$ cat src/rtl/ahb3lite_pkg.sv
// AHB3-Lite encodings and the DMA read sequencer state type.
// Shared by rcc_dma_sequencer and rcc_dma_addr_gen.
package ahb3lite_pkg;

    localparam logic [1:0] HTRANS_IDLE   = 2'b00;
    localparam logic [1:0] HTRANS_NONSEQ = 2'b10;
    localparam logic [1:0] HTRANS_SEQ    = 2'b11;

    localparam logic [2:0] HBURST_SINGLE = 3'b000;
    localparam logic [2:0] HBURST_INCR   = 3'b001;

    localparam logic [2:0] HSIZE_WORD    = 3'b010;

    typedef enum logic [2:0] {
        IDLE,
        ADDR,
        BURST,
        LAST,
        ERR,
        DONE
    } dma_seq_state_t;

    // An INCR burst may not cross a 1KB page without a fresh NONSEQ.
    function automatic logic kb_bound(input logic [9:0] a);
        return a == 10'd0;
    endfunction

endpackage

$ cat src/rtl/rcc_dma_addr_gen.sv
// HADDR register, word increment, 1KB-boundary lookahead and issued-beat
// counter for the RCC DMA read sequencer.
module rcc_dma_addr_gen
    import ahb3lite_pkg::*;
#(
    parameter int ADDR_W = 32,
    parameter int LEN_W  = 6
) (
    input  logic              HCLK,
    input  logic              HRESETn,
    input  logic              load,
    input  logic [ADDR_W-1:0] start_addr,
    input  logic              advance,
    output logic [ADDR_W-1:0] haddr,
    output logic [LEN_W:0]    addr_cnt,
    output logic              next_bound
);

    logic [ADDR_W-1:0] haddr_q;
    logic [ADDR_W-1:0] haddr_d;
    logic [ADDR_W-1:0] haddr_inc;
    logic [LEN_W:0]    cnt_q;
    logic [LEN_W:0]    cnt_d;
    logic              unused_lsb;

    assign unused_lsb = ^start_addr[1:0];

    // Wraps modulo 2^ADDR_W by construction.
    assign haddr_inc  = haddr_q + ADDR_W'(4);
    assign next_bound = kb_bound(haddr_inc[9:0]);

    always_comb begin
        haddr_d = haddr_q;
        cnt_d   = cnt_q;
        if (load) begin
            haddr_d = {start_addr[ADDR_W-1:2], 2'b00};
            cnt_d   = '0;
        end else if (advance) begin
            haddr_d = haddr_inc;
            cnt_d   = cnt_q + (LEN_W+1)'(1);
        end
    end

    always_ff @(posedge HCLK or negedge HRESETn) begin
        if (!HRESETn) begin
            haddr_q <= '0;
            cnt_q   <= '0;
        end else begin
            haddr_q <= haddr_d;
            cnt_q   <= cnt_d;
        end
    end

    assign haddr    = haddr_q;
    assign addr_cnt = cnt_q;

endmodule

$ cat src/rtl/rcc_dma_sequencer.sv
// AHB3-Lite read sequencer for the RCC DMA command registers.
// Define RCC_DMA_BURST_EN for INCR bursts; default issues SINGLE beats.
module rcc_dma_sequencer
    import ahb3lite_pkg::*;
#(
    parameter int ADDR_W = 32,
    parameter int LEN_W  = 6,
    parameter int DATA_W = 32
) (
    input  logic              HCLK,
    input  logic              HRESETn,
    input  logic              cmd_valid,
    output logic              cmd_ready,
    input  logic [ADDR_W-1:0] cmd_addr,
    input  logic [LEN_W-1:0]  cmd_len,
    output logic [ADDR_W-1:0] HADDR,
    output logic [1:0]        HTRANS,
    output logic              HWRITE,
    output logic [2:0]        HSIZE,
    output logic [2:0]        HBURST,
    input  logic              HREADY,
    input  logic              HRESP,
    input  logic [DATA_W-1:0] HRDATA,
    output logic [DATA_W-1:0] rd_data,
    output logic              rd_valid,
    output logic              done,
    output logic              error
);

    dma_seq_state_t    state_q, state_d;
    logic [1:0]        htrans_q, htrans_d;
    logic [2:0]        hburst_q, hburst_d;
    logic [LEN_W:0]    len_q, len_d;
    logic [LEN_W:0]    data_cnt_q, data_cnt_d;
    logic [LEN_W:0]    data_cnt_inc;
    logic              dphase_q, dphase_d;
    logic [DATA_W-1:0] rd_data_q, rd_data_d;
    logic              rd_valid_q, rd_valid_d;
    logic              done_q, done_d;
    logic              error_q, error_d;
    logic              cmd_ready_q, cmd_ready_d;

    logic              load;
    logic              accept;
    logic              addr_acc;
    logic              last_addr;
    logic              beat_ok;
    logic              beat_err;
    logic [1:0]        next_trans;
    logic [LEN_W:0]    addr_cnt;
    logic              next_bound;

`ifdef RCC_DMA_BURST_EN
    localparam logic [2:0] BURST_TYPE = HBURST_INCR;
    assign next_trans = next_bound ? HTRANS_NONSEQ : HTRANS_SEQ;
`else
    localparam logic [2:0] BURST_TYPE = HBURST_SINGLE;
    logic unused_bound;
    assign unused_bound = next_bound;
    assign next_trans   = HTRANS_NONSEQ;
`endif

    rcc_dma_addr_gen #(
        .ADDR_W (ADDR_W),
        .LEN_W  (LEN_W)
    ) u_addr_gen (
        .HCLK       (HCLK),
        .HRESETn    (HRESETn),
        .load       (load),
        .start_addr (cmd_addr),
        .advance    (addr_acc),
        .haddr      (HADDR),
        .addr_cnt   (addr_cnt),
        .next_bound (next_bound)
    );

    // First ERROR cycle: pull HTRANS to IDLE before the slave can accept it.
    assign HTRANS = (dphase_q && HRESP) ? HTRANS_IDLE : htrans_q;

    assign accept       = cmd_valid && cmd_ready_q;
    assign addr_acc     = HREADY && (HTRANS != HTRANS_IDLE);
    assign last_addr    = (addr_cnt + (LEN_W+1)'(1)) == len_q;
    assign beat_ok      = dphase_q && HREADY && !HRESP;
    assign beat_err     = dphase_q && HRESP;
    assign data_cnt_inc = data_cnt_q + (LEN_W+1)'(1);

    always_comb begin
        state_d     = state_q;
        htrans_d    = htrans_q;
        hburst_d    = hburst_q;
        len_d       = len_q;
        data_cnt_d  = data_cnt_q;
        dphase_d    = dphase_q;
        rd_data_d   = rd_data_q;
        rd_valid_d  = 1'b0;
        done_d      = 1'b0;
        error_d     = 1'b0;
        cmd_ready_d = cmd_ready_q;
        load        = 1'b0;

        if (HREADY) begin
            dphase_d = addr_acc;
        end
        if (addr_acc) begin
            htrans_d = last_addr ? HTRANS_IDLE : next_trans;
        end
        if (beat_ok) begin
            rd_valid_d = 1'b1;
            rd_data_d  = HRDATA;
            data_cnt_d = data_cnt_inc;
        end

        unique case (state_q)
            IDLE: begin
                if (accept) begin
                    load        = 1'b1;
                    len_d       = {1'b0, cmd_len};
                    data_cnt_d  = '0;
                    cmd_ready_d = 1'b0;
                    if (cmd_len == '0) begin
                        state_d = DONE;
                        done_d  = 1'b1;
                    end else begin
                        state_d  = ADDR;
                        htrans_d = HTRANS_NONSEQ;
                        hburst_d = BURST_TYPE;
                    end
                end
            end
            ADDR: begin
                if (addr_acc) begin
                    state_d = last_addr ? LAST : BURST;
                end
            end
            BURST: begin
                if (beat_err) begin
                    state_d  = ERR;
                    htrans_d = HTRANS_IDLE;
                    dphase_d = 1'b0;
                end else if (addr_acc && last_addr) begin
                    state_d = LAST;
                end
            end
            LAST: begin
                if (beat_err) begin
                    state_d  = ERR;
                    htrans_d = HTRANS_IDLE;
                    dphase_d = 1'b0;
                end else if (beat_ok && data_cnt_inc == len_q) begin
                    state_d = DONE;
                    done_d  = 1'b1;
                end
            end
            ERR: begin
                htrans_d = HTRANS_IDLE;
                dphase_d = 1'b0;
                if (HREADY) begin
                    state_d = DONE;
                    done_d  = 1'b1;
                    error_d = 1'b1;
                end
            end
            DONE: begin
                state_d     = IDLE;
                cmd_ready_d = 1'b1;
                hburst_d    = HBURST_SINGLE;
            end
            default: begin
                state_d = IDLE;
            end
        endcase
    end

    always_ff @(posedge HCLK or negedge HRESETn) begin
        if (!HRESETn) begin
            state_q     <= IDLE;
            htrans_q    <= HTRANS_IDLE;
            hburst_q    <= HBURST_SINGLE;
            len_q       <= '0;
            data_cnt_q  <= '0;
            dphase_q    <= 1'b0;
            rd_data_q   <= '0;
            rd_valid_q  <= 1'b0;
            done_q      <= 1'b0;
            error_q     <= 1'b0;
            cmd_ready_q <= 1'b1;
        end else begin
            state_q     <= state_d;
            htrans_q    <= htrans_d;
            hburst_q    <= hburst_d;
            len_q       <= len_d;
            data_cnt_q  <= data_cnt_d;
            dphase_q    <= dphase_d;
            rd_data_q   <= rd_data_d;
            rd_valid_q  <= rd_valid_d;
            done_q      <= done_d;
            error_q     <= error_d;
            cmd_ready_q <= cmd_ready_d;
        end
    end

    assign HWRITE    = 1'b0;
    assign HSIZE     = HSIZE_WORD;
    assign HBURST    = hburst_q;
    assign cmd_ready = cmd_ready_q;
    assign rd_data   = rd_data_q;
    assign rd_valid  = rd_valid_q;
    assign done      = done_q;
    assign error     = error_q;

endmodule
$ cat config.mk
export PLATFORM = sky130hd
export DESIGN_NAME = rcc_dma_sequencer
export DESIGN_NICKNAME = d
export VERILOG_FILES = /design/src/rtl/ahb3lite_pkg.sv /design/src/rtl/rcc_dma_addr_gen.sv /design/src/rtl/rcc_dma_sequencer.sv
export SDC_FILE = /design/constraint.sdc
export NUM_CORES = 1
export LEC_CHECK = 0
export ABC_CLOCK_PERIOD_IN_PS = 3700
export CORE_MARGIN = 1.5
export CORE_UTILIZATION = 25
export CTS_CLUSTER_DIAMETER = 40
export DETAILED_ROUTE_END_ITERATION = 10
export PLACE_DENSITY_LB_ADDON = 0.15
export SETUP_SLACK_MARGIN = 0.1
export SYNTH_ARGS = -nofsm -noshare
export SYNTH_HDL_FRONTEND = slang
export SYNTH_SLANG_ARGS = --single-unit
$ cat constraint.sdc
create_clock -name HCLK -period 3.7 [get_ports HCLK]
set_clock_uncertainty 0.1 [all_clocks]
set_input_delay 0.74 -clock HCLK [delete_from_list [all_inputs] [get_ports HCLK]]
set_output_delay 0.74 -clock HCLK [all_outputs]
set_load 0.02 [all_outputs]
Figure 1. The clock network (run 1).
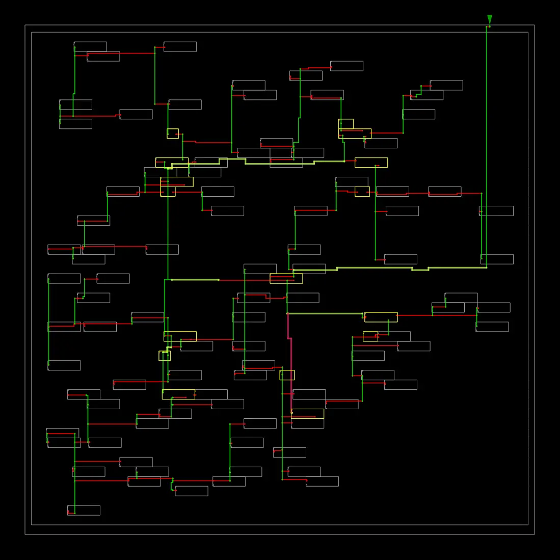
clock network power: 954 uW
flip-flops: 92
Sink Count: 92
Layout clock buffers: 9
cts bufs inserted: 9

Figure 2. Cell classes on the final placement (run 1).
Scale bar: 50 um.
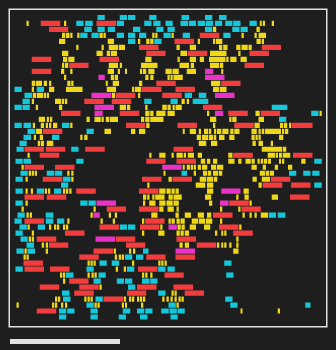
| colour | class | cells | share of their area |
|---|---|---|---|
| cyan | other buffers and delay cells | 144 | 22% |
| magenta | clock drivers and dummy loads | 16 | 4.6% |
| yellow | combinational and other logic | 428 | 38% |
| red | flops | 92 | 35% |
Rows: 51
fraction of area in registers: 33.70%

Figure 3. Pin placement (run 1).
Pins as bars across the die edge, other pins in grey.
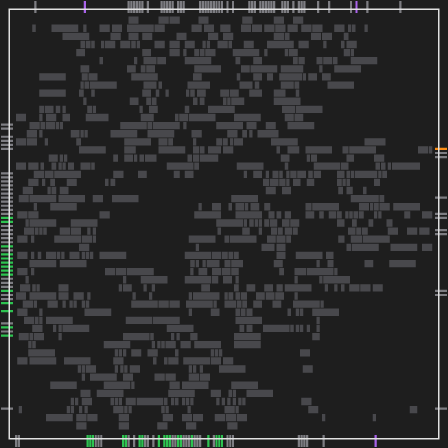
| colour | port | pins | direction | edge |
|---|---|---|---|---|
| orange | cmd_ready | 1 | output | right |
| green | HRDATA | 32 | input | 18 bottom, 14 left |
| purple | HBURST | 3 | output | 2 top, 1 bottom |
Die H: 143.5 um
port buffer count: 140
Die X: 143.5 um

Figure 4. Clock network drawn from the DEF (run 1).
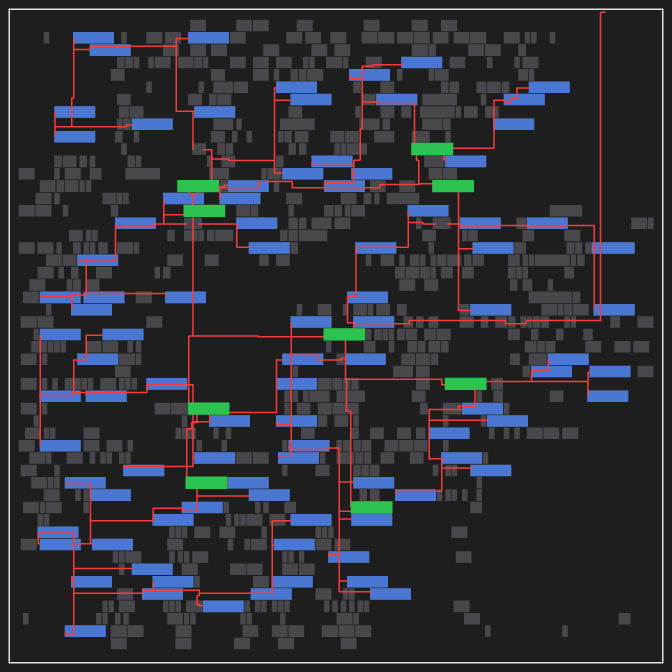
[red] clock wires | length: 1440 um
[green] clock drivers | count: 9
[blue] flip-flops | count: 92
flops lie: all over the die
clk ins delay skew pair: 0.35 ns
clock network fraction of total power: 46.0%

==> run 1: cell type report <==
| cell class | instances | area share (%) |
|---|---|---|
| multi-input cells | 418 | 35.26 |
| repair buffers | 144 | 21.27 |
| clock buffers | 9 | 3.295 |
| flip-flops and latches | 92 | 33.70 |
| clock inverters | 7 | 1.080 |
| inverters | 10 | 0.5491 |
| well taps | 265 | 4.851 |
==> run 1: cell families (layout without fill, tap and decap cells) <==
logic type | count (synthesis) | in the layout | synth area share [%]
other cells | 2 | 9 | 0.1522
buf+inv | 49 | 170 | 5.173
compound gates | 74 | 74 | 9.663
flops | 92 | 92 | 46.69
mux | 2 | 2 | 0.4058
fa+ha+maj | 3 | 3 | 0.7609
simple gates | 276 | 276 | 27.57
xor+xnor | 54 | 54 | 9.587
==> run 1: through the flow <==
step	util, %	std cells	instance area, sq um	setup WS (ns)	total power, mW
final	35.24	945	6835	0.6940	2.072
after global routing	35.24	945	6835	0.6191	2.158
after CTS	35.24	945	6835	0.6926	2.113
after detailed placement	33.69	929	6536	0.6988	1.141
after global placement	33.69	929	6536	0.7088	1.141
after floorplan	-	559	4960	1.564	1.043
==> run 1: final timing paths <==
check	startpoint	to	slack, ns	cells past startpoint
max	HRESP	HTRANS[1]	0.69	4
min	HRESETn	htrans_q[0]	0.38	1
max reg2reg	data_cnt_q[0]	state_q[2]	1.54	6
min reg2reg	rd_data[3]	rd_data[3]	0.38	2
max in group asynchronous	HRESETn	u_addr_gen.haddr[11]	2.45	2
min in group HCLK	rd_data[3]	rd_data[3]	0.38	2
==> run 1: critical path, cell delays in order <==
cell,delay (ns)
clkdlybuf4s50_1,0.60
nand2_1,0.12
and2_1,0.18
clkdlybuf4s50_1,0.53
==> results.json, run 1 <==
{
  "period_used_pct": 81.24,
  "yosysWarnings": 0,
  "nNetsFinal": 753,
  "ios": 152,
  "setup.worst_path.start_class": "input port",
  "lay_top_cells": "nand2_1 (163), clkdlybuf4s50_1 (139), dfrtp_1 (91)",
  "gp_routability_congestion": 0.7772,
  "grt_busiest_layer": "met2",
  "ctsLongestPathBuffers": 2,
  "worstPathRequired_ns": 2.86,
  "cts_resized": 0,
  "synthArstFlopShare_pct": 100.0,
  "grt_max_degree": 80,
  "cts_setup_buffers": 0,
  "clk_pin_slew_ns": 0.07,
  "layout_min_cycle_time_ns": 3.006,
  "n_antenna_cell": 0,
  "status": "finished, final reports clean",
  "powerComb_uw": 114,
  "crit_path_end_kind": "output port",
  "power_frac_comb_pct": 5.5,
  "p_int_mw": 1.559,
  "ctsHoldBuffers": 0,
  "largest_reg_flops": 32,
  "wl_met3_um": 653,
  "hold_ws_ns": 0.3761,
  "post-synth-top-count-cell": "nand2_1",
  "min_path_type": "in2async",
  "grt_setup_unrepaired": "false",
  "wl_met1_um": 6193,
  "powerSeq_mw": 1.00,
  "switching_share_pct": 24.75,
  "ir_drop_mv": 0.1875,
  "log.warning_count": 28,
  "grt_overflow": 0,
  "flop_area_sq_um": 2303,
  "use_met2_pct": 22.75,
  "ys_seq_elements": 92,
  "max_freq_ghz": 0.3327,
  "syn_area_sq_um": 4933,
  "vias": 4158,
  "fin_tns_setup_ns": 0,
  "yosysTopAreaCell": "dfrtp_1",
  "grt_pass1_wl_um": 22230,
  "root_buffer": "clkbuf_16",
  "power_density_nw_per_um2": 303.1,
  "worst_pin_slew_ns": 0.8204,
  "fillers": 2022,
  "setup_viol": 0,
  "core_sq_um": 19400,
  "hold_violations": 0,
  "routed.top_layer": "met4",
  "dpl.hpwl_um": 9693,
  "cts_tree": "done",
  "synthCells": 552,
  "cap_violations": 0,
  "power.leakage_nw": 2.922,
  "htreeDepth": 3,
  "routedWlPerCell_um": 14.46,
  "gr-usage-met3_pct": 3.865,
  "grt_pass1_vias": 4257,
  "wl_met2_um": 6706,
  "vias_per_cell": 4.400,
  "synth-edff-count": 0,
  "yosys-top-cells-count": "nand2_1 (163), dfrtp_1 (91), xnor2_1 (39), nor2_1 (30), o21ai_0 (28)",
  "lay_top_count": "nand2_1",
  "drive_above_1_share_pct": 7.059,
  "area_leaders": "dfrtp_1 (46%), nand2_1 (12%), xnor2_1 (6.9%)",
  "top_power_group": "registers",
  "synth.distinct_cells": 57,
  "syn_to_final_growth_pct": 38.55,
  "drv_slew": 0,
  "yosys_cells": 552,
  "wl_um": 13660,
  "netlist.area_leader.share_pct": 46.16,
  "yosys_area_sq_um": 4933,
  "timing.slew.headroom_pct": 45.31,
  "fp_util_pct": 25.43,
  "die_area_sq_um": 20590,
  "drtPass1Iterations": 4,
  "p_sw_uw": 512.6,
  "drt_first_iter_violations": 138,
  "use_met1_pct": 17.45,
  "comb_area_sq_um": 2410,
  "crit_fanout": 5,
  "ff_type": "dfrtp_1",
  "grt_usage_pct": 13.87,
  "drc_errors": 0,
  "antenna_found_initial": 0,
  "ant_nets": 0,
  "p_seq_share_pct": 48.5,
  "path_class": "in2out",
  "syn_area_per_cell_sq_um": 8.937,
  "postSynthSeqShare_pct": 46.69,
  "cp.arrival_ns": 2.17
}
## Run 2: what changed since run 1
Settings changed: ABC_CLOCK_PERIOD_IN_PS 3700 to 2740.
Clock period 3.7 ns to 2.74 ns, I/O delays scaled along.
Figure 5. The clock network (run 2).
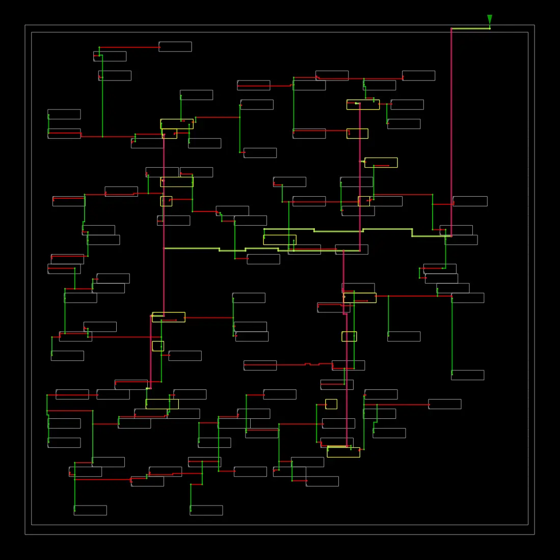
clock network power: 1.29 mW

==> run 2 against run 1 <==
- wire length up 1.2%
- non-clock buffer count up 11
- critical path depth unchanged
==> results.json, run 2 <==
{
  "path_class": "in2out",
  "synthArstFlopShare_pct": 100.0,
  "setup_viol": 0,
  "final_cells": 956,
  "gr-usage-met3_pct": 3.732,
  "worst_pin_slew_ns": 0.5961,
  "syn_to_final_growth_pct": 40.22,
  "yosys_area_sq_um": 4933,
  "crit_path_end_kind": "output port",
  "place_inst": 940,
  "fin_tns_setup_ns": 0,
  "wl_met1_um": 6014,
  "comb_area_sq_um": 2410,
  "largest_reg_flops": 32,
  "grt_max_degree": 49,
  "routedWlPerCell_um": 14.46,
  "grt_pass1_vias": 4228,
  "cap_violations": 0,
  "period_used_pct": 92.69,
  "n_antenna_cell": 0,
  "cts_tree": "done",
  "max_freq_ghz": 0.3938,
  "min_path_type": "in2async",
  "worstPathRequired_ns": 2.09,
  "grt_overflow": 0,
  "power_density_nw_per_um2": 405.7,
  "cts_setup_buffers": 0,
  "post-synth-top-count-cell": "nand2_1",
  "grt_usage_pct": 13.76,
  "nNetsFinal": 764,
  "syn_area_sq_um": 4933,
  "grt_busiest_layer": "met2",
  "ff_type": "dfrtp_1",
  "power.leakage_nw": 2.973,
  "syn_area_per_cell_sq_um": 8.937,
  "setup.worst_path.start_class": "input port",
  "die_area_sq_um": 20590,
  "wl_um": 13830,
  "synth-edff-count": 0,
  "htreeDepth": 3,
  "fillers": 2031,
  "netlist.area_leader.share_pct": 46.16,
  "timing.slew.headroom_pct": 60.26,
  "ctsLongestPathBuffers": 2,
  "drt_first_iter_violations": 225,
  "synthCells": 552,
  "core_sq_um": 19400,
  "area_leaders": "dfrtp_1 (46%), nand2_1 (12%), xnor2_1 (6.9%)",
  "yosys-top-cells-count": "nand2_1 (163), dfrtp_1 (91), xnor2_1 (39), nor2_1 (30), o21ai_0 (28)",
  "vias_per_cell": 4.468,
  "ant_nets": 0,
  "ios": 152,
  "status": "finished, final reports clean",
  "wl_met2_um": 6731,
  "drv_slew": 0,
  "lay_top_count": "nand2_1",
  "cts_resized": 0,
  "drc_errors": 0,
  "row_count": 51,
  "yosys_cells": 552,
  "use_met1_pct": 17.45,
  "yosysWarnings": 0,
  "io_buffers": 140,
  "postSynthSeqShare_pct": 46.69,
  "ctsHoldBuffers": 0,
  "grt_setup_unrepaired": "false",
  "wl_met3_um": 792
}
==> run 2: area by class of cell <==
class | instances | area share (%)
well taps | 265 | 4.793
inverters | 10 | 0.5426
multi-input cells | 418 | 34.83
clock buffers | 9 | 3.256
repair buffers | 155 | 22.21
flip-flops and latches | 92 | 33.30
clock inverters | 7 | 1.067
==> run 2: power by group <==
part	total (mW)	internal (mW)	switching, mW
clock	1.29	0.651	0.643
combinational	0.156	0.0955	0.0608
sequential	1.36	1.36	0
==> run 2: cell families (layout without fill, tap and decap cells) <==
logic type,after synthesis,count (layout),share of synthesized area (%)
buf+inv,49,181,5.173
xor+xnor,54,54,9.587
mux,2,2,0.4058
flops,92,92,46.69
fa+ha+maj,3,3,0.7609
simple gates,276,276,27.57
other cells,2,9,0.1522
compound gates,74,74,9.663
==> run 2: critical path: stages <==
cell	delay (ns)
clkdlybuf4s50_1	0.52
nand2_1	0.12
and2_1	0.18
clkdlybuf4s50_1	0.53
==> run 2: metrics by stage <==
stage	hold slack (ns)	power (mW)	area (sq um)	setup slack [ns]	utilization, %
floorplan	0.1524	1.409	4960	0.7964	-
global placement	0.3605	1.544	6619	0.02147	34.12
detailed placement	0.3651	1.543	6619	0.01644	34.12
CTS	0.1137	2.862	6918	0.1988	35.66
global route	0.1354	2.933	6918	0.1515	35.66
finish	0.09535	2.807	6918	0.2004	35.66
==> run 2: worst paths after layout <==
kind	end	slack, ns	cells past startpoint	startpoint
worst max register to register	done	0.56	6	data_cnt_q[0]
min in group HCLK	rd_data[21]	0.38	2	rd_data[21]
max in group asynchronous	rd_data[12]	1.74	2	HRESETn
worst max-delay path	HTRANS[0]	0.20	4	HRESP
worst min-delay path	rd_data[0]	0.1	1	HRESETn
worst min register to register	rd_data[21]	0.38	2	rd_data[21]
Figure 6. Cells by drive strength (run 2).
Scale bar: 50 um.
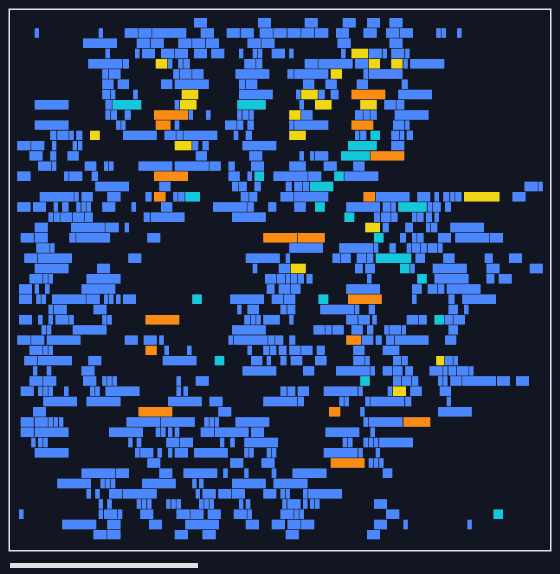

## Run 3: what changed since run 2
Settings changed: ABC_AREA set to 1.
Figure 7. Cells by drive strength (run 3).
Scale bar: 50 um.
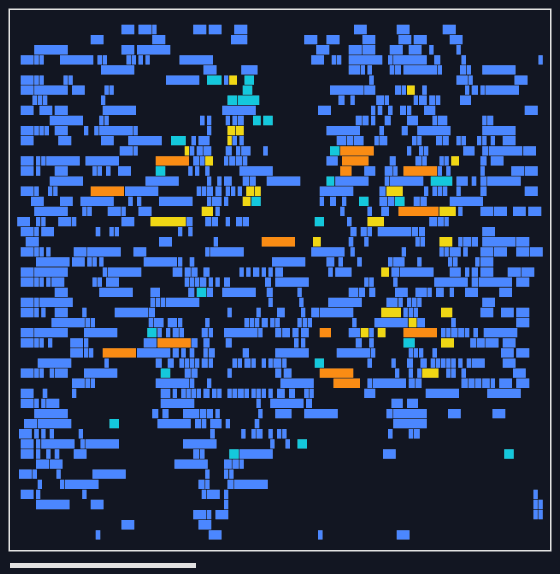
| colour | size | cells | share |
|---|---|---|---|
| blue | _0 and _1 cells | 757 | 92% |
| yellow | _2 cells | 26 | 3.2% |
| orange | _6 and larger | 14 | 1.7% |
| cyan | _3 and _4 cells | 25 | 3.0% |
Final Worst Setup Slack: 0.4581 ns
post-route cell area: 7101 sq um
Repair and plain buffers: 156
Layout area overhead: 40.19%

==> run 3 against run 2 <==
- synthesized cell count rose by 21%
- cell count rose by 14%
- combinational power rose to 23 times the previous value
- clock power barely moved
- via count rose by 11%
- wire length rose by 8.9%
- sequential power rose by about 90%
- largest cell class unchanged
- highest routed layer unchanged
==> results.json, run 3 <==
{
  "clk_pin_slew_ns": 0.07,
  "timing.slew.headroom_pct": 64.74,
  "row_count": 51,
  "routed.top_layer": "met4",
  "hold_violations": 0,
  "r2r_start": "u_addr_gen.haddr[2]",
  "grt_pass1_vias": 4857,
  "synthArstFlopShare_pct": 100.0,
  "power_density_nw_per_um2": 1064,
  "drtPass1Iterations": 4,
  "yosysTopAreaCell": "dfrtp_1",
  "dieHeight_um": 145.3,
  "yosys_area_sq_um": 5065,
  "period_used_pct": 83.28,
  "dpl.hpwl_um": 11120,
  "yosys-top-cells-count": "nand2_1 (235), dfrtp_1 (91), inv_1 (62), nand3_1 (51), nor2_1 (51)",
  "setup_viol": 0,
  "cp.arrival_ns": 2.41,
  "adder_share_pct": 0.7411,
  "nNetsFinal": 895,
  "wl_um": 15050,
  "core_sq_um": 19650,
  "cp-startpoint": "HRESP",
  "netlist.area_leader.share_pct": 44.96,
  "use_met2_pct": 24.57,
  "grt_setup_unrepaired": "false",
  "cts_tree": "done",
  "drc_errors": 0,
  "yosysWarnings": 0,
  "wl_met2_um": 7028,
  "vias": 4753,
  "reg2reg_to": "u_addr_gen.haddr[26]",
  "chipWidth_um": 145.3,
  "log.warning_count": 28,
  "numCtsBuffers": 9,
  "worstPathRequired_ns": 2.87,
  "n_antenna_cell": 0,
  "grt_busiest_layer": "met2",
  "status": "finished, final reports clean",
  "layout_min_cycle_time_ns": 2.282,
  "critPathCapture": "u_addr_gen.haddr[20]",
  "ctsLongestPathBuffers": 2,
  "grt_pass1_wl_um": 25080,
  "min_path_type": "in2async",
  "fp_util_pct": 25.77,
  "synth-edff-count": 0,
  "syn_area_sq_um": 5065,
  "postSynthSeqShare_pct": 45.48,
  "mux_share_pct": 0,
  "antenna_found_initial": 0,
  "synthCells": 669,
  "yosys_cells": 669,
  "drive_above_1_share_pct": 7.908,
  "syn_area_per_cell_sq_um": 7.571,
  "ios": 152,
  "routedWlPerCell_um": 13.85,
  "fin_tns_setup_ns": 0,
  "fillers": 2118,
  "gr-usage-met3_pct": 5.329,
  "die_area_sq_um": 21120,
  "drt_first_iter_violations": 204,
  "io_buffers": 140,
  "worst_pin_slew_ns": 0.5240,
  "r2r_slack_ns": 0.63,
  "path_class": "in2reg",
  "wl_met3_um": 1169,
  "ff_type": "dfrtp_1",
  "drv_slew": 0,
  "hold_ws_ns": 0.05477,
  "ys_sh_simple_pct": 31.97,
  "lay_top_cells": "nand2_1 (235), clkdlybuf4s50_1 (137), dfrtp_1 (91)",
  "ant_nets": 0,
  "ys_sh_xor_pct": 2.767,
  "power.leakage_nw": 3.270,
  "vias_per_cell": 4.373,
  "grt_max_degree": 41,
  "logic_family": "simple AND/OR/NAND/NOR gates",
  "ir_drop_mv": 0.3958,
  "clk_latency_ns": 0.35,
  "largest_reg_flops": 32,
  "max_freq_ghz": 0.4382,
  "lay_top_count": "nand2_1",
  "cap_violations": 0,
  "htreeDepth": 3,
  "post-synth-top-count-cell": "nand2_1",
  "cts.sinks": 92,
  "use_met1_pct": 18.65,
  "area_leaders": "dfrtp_1 (45%), nand2_1 (17%), nand3_1 (5.0%)",
  "aoi_share_pct": 10.60,
  "reg2reg_depth": 10,
  "synth.distinct_cells": 47,
  "grt_overflow": 0,
  "crit_fanout": 9,
  "wl_met1_um": 6766,
  "crit_path_end_kind": "flip-flop",
  "ys_seq_elements": 92,
  "gp_routability_congestion": 0.8390,
  "root_buffer": "clkbuf_16",
  "setup.worst_path.start_class": "input port",
  "grt_usage_pct": 14.80
}
-- run 3: cell types whose count changed after synthesis, moves of 7 or more --
cell     before  now
nand2_1     163  235
inv_1         9   62
xnor2_1      39    3
nand3_1      17   51
nor2_1       30   51
nor4_2        9    0
nor2_2        0    7
o22ai_1       3   10
-- run 3: repair_timing --
action / in CTS / in global routing
hold buffers: 0 / 0
setup buffers: 0 / 0
endpoints found under the setup margin: 0 / 2
gates resized: 0 / 2
-- run 3: critical path, cell delays in order --
cell	delay, ns
clkdlybuf4s50_1	0.52
nand2_1	0.11
inv_2	0.13
nor2_2	0.06
buf_4	0.13
o21ai_4	0.17
inv_4	0.10
nand2_2	0.20
buf_4	0.20
a21oi_1	0.04
o21ai_0	0.11
nand3_1	0.09
-- run 3: final cells by class --
cell class	count	area, sq um	share of cell area [%]
multi-input combinational	490	2367	33.34
sequential	92	2303	32.44
timing repair buffer	156	1536	21.64
tap	265	331.6	4.670
inverter	68	261.5	3.683
clock buffer	10	229.0	3.225
clock inverter	6	71.32	1.004
-- run 3: per-stage QoR --
stage	power, mW	setup WS, ns	instances	util, %	area (sq um)
after floorplan	4.723	0.8688	676	-	5091
after global routing	8.190	0.3446	1087	36.13	7101
after CTS	7.658	0.1164	1087	36.10	7096
after global placement	6.295	0.1078	1071	34.57	6795
final	7.553	0.4581	1087	36.13	7101
after detailed placement	6.299	0.06906	1071	34.57	6795
-- run 3: where the power goes --
| group | leakage (nW) | total, mW | internal [mW] | switching (mW) |
|---|---|---|---|---|
| Combinational | 1.97 | 3.66 | 1.60 | 2.06 |
| Sequential | 1.16 | 2.58 | 1.97 | 0.612 |
| Clock | 0.140 | 1.31 | 0.717 | 0.591 |
No activity file was given, so power comes from the tool's default toggle rates.
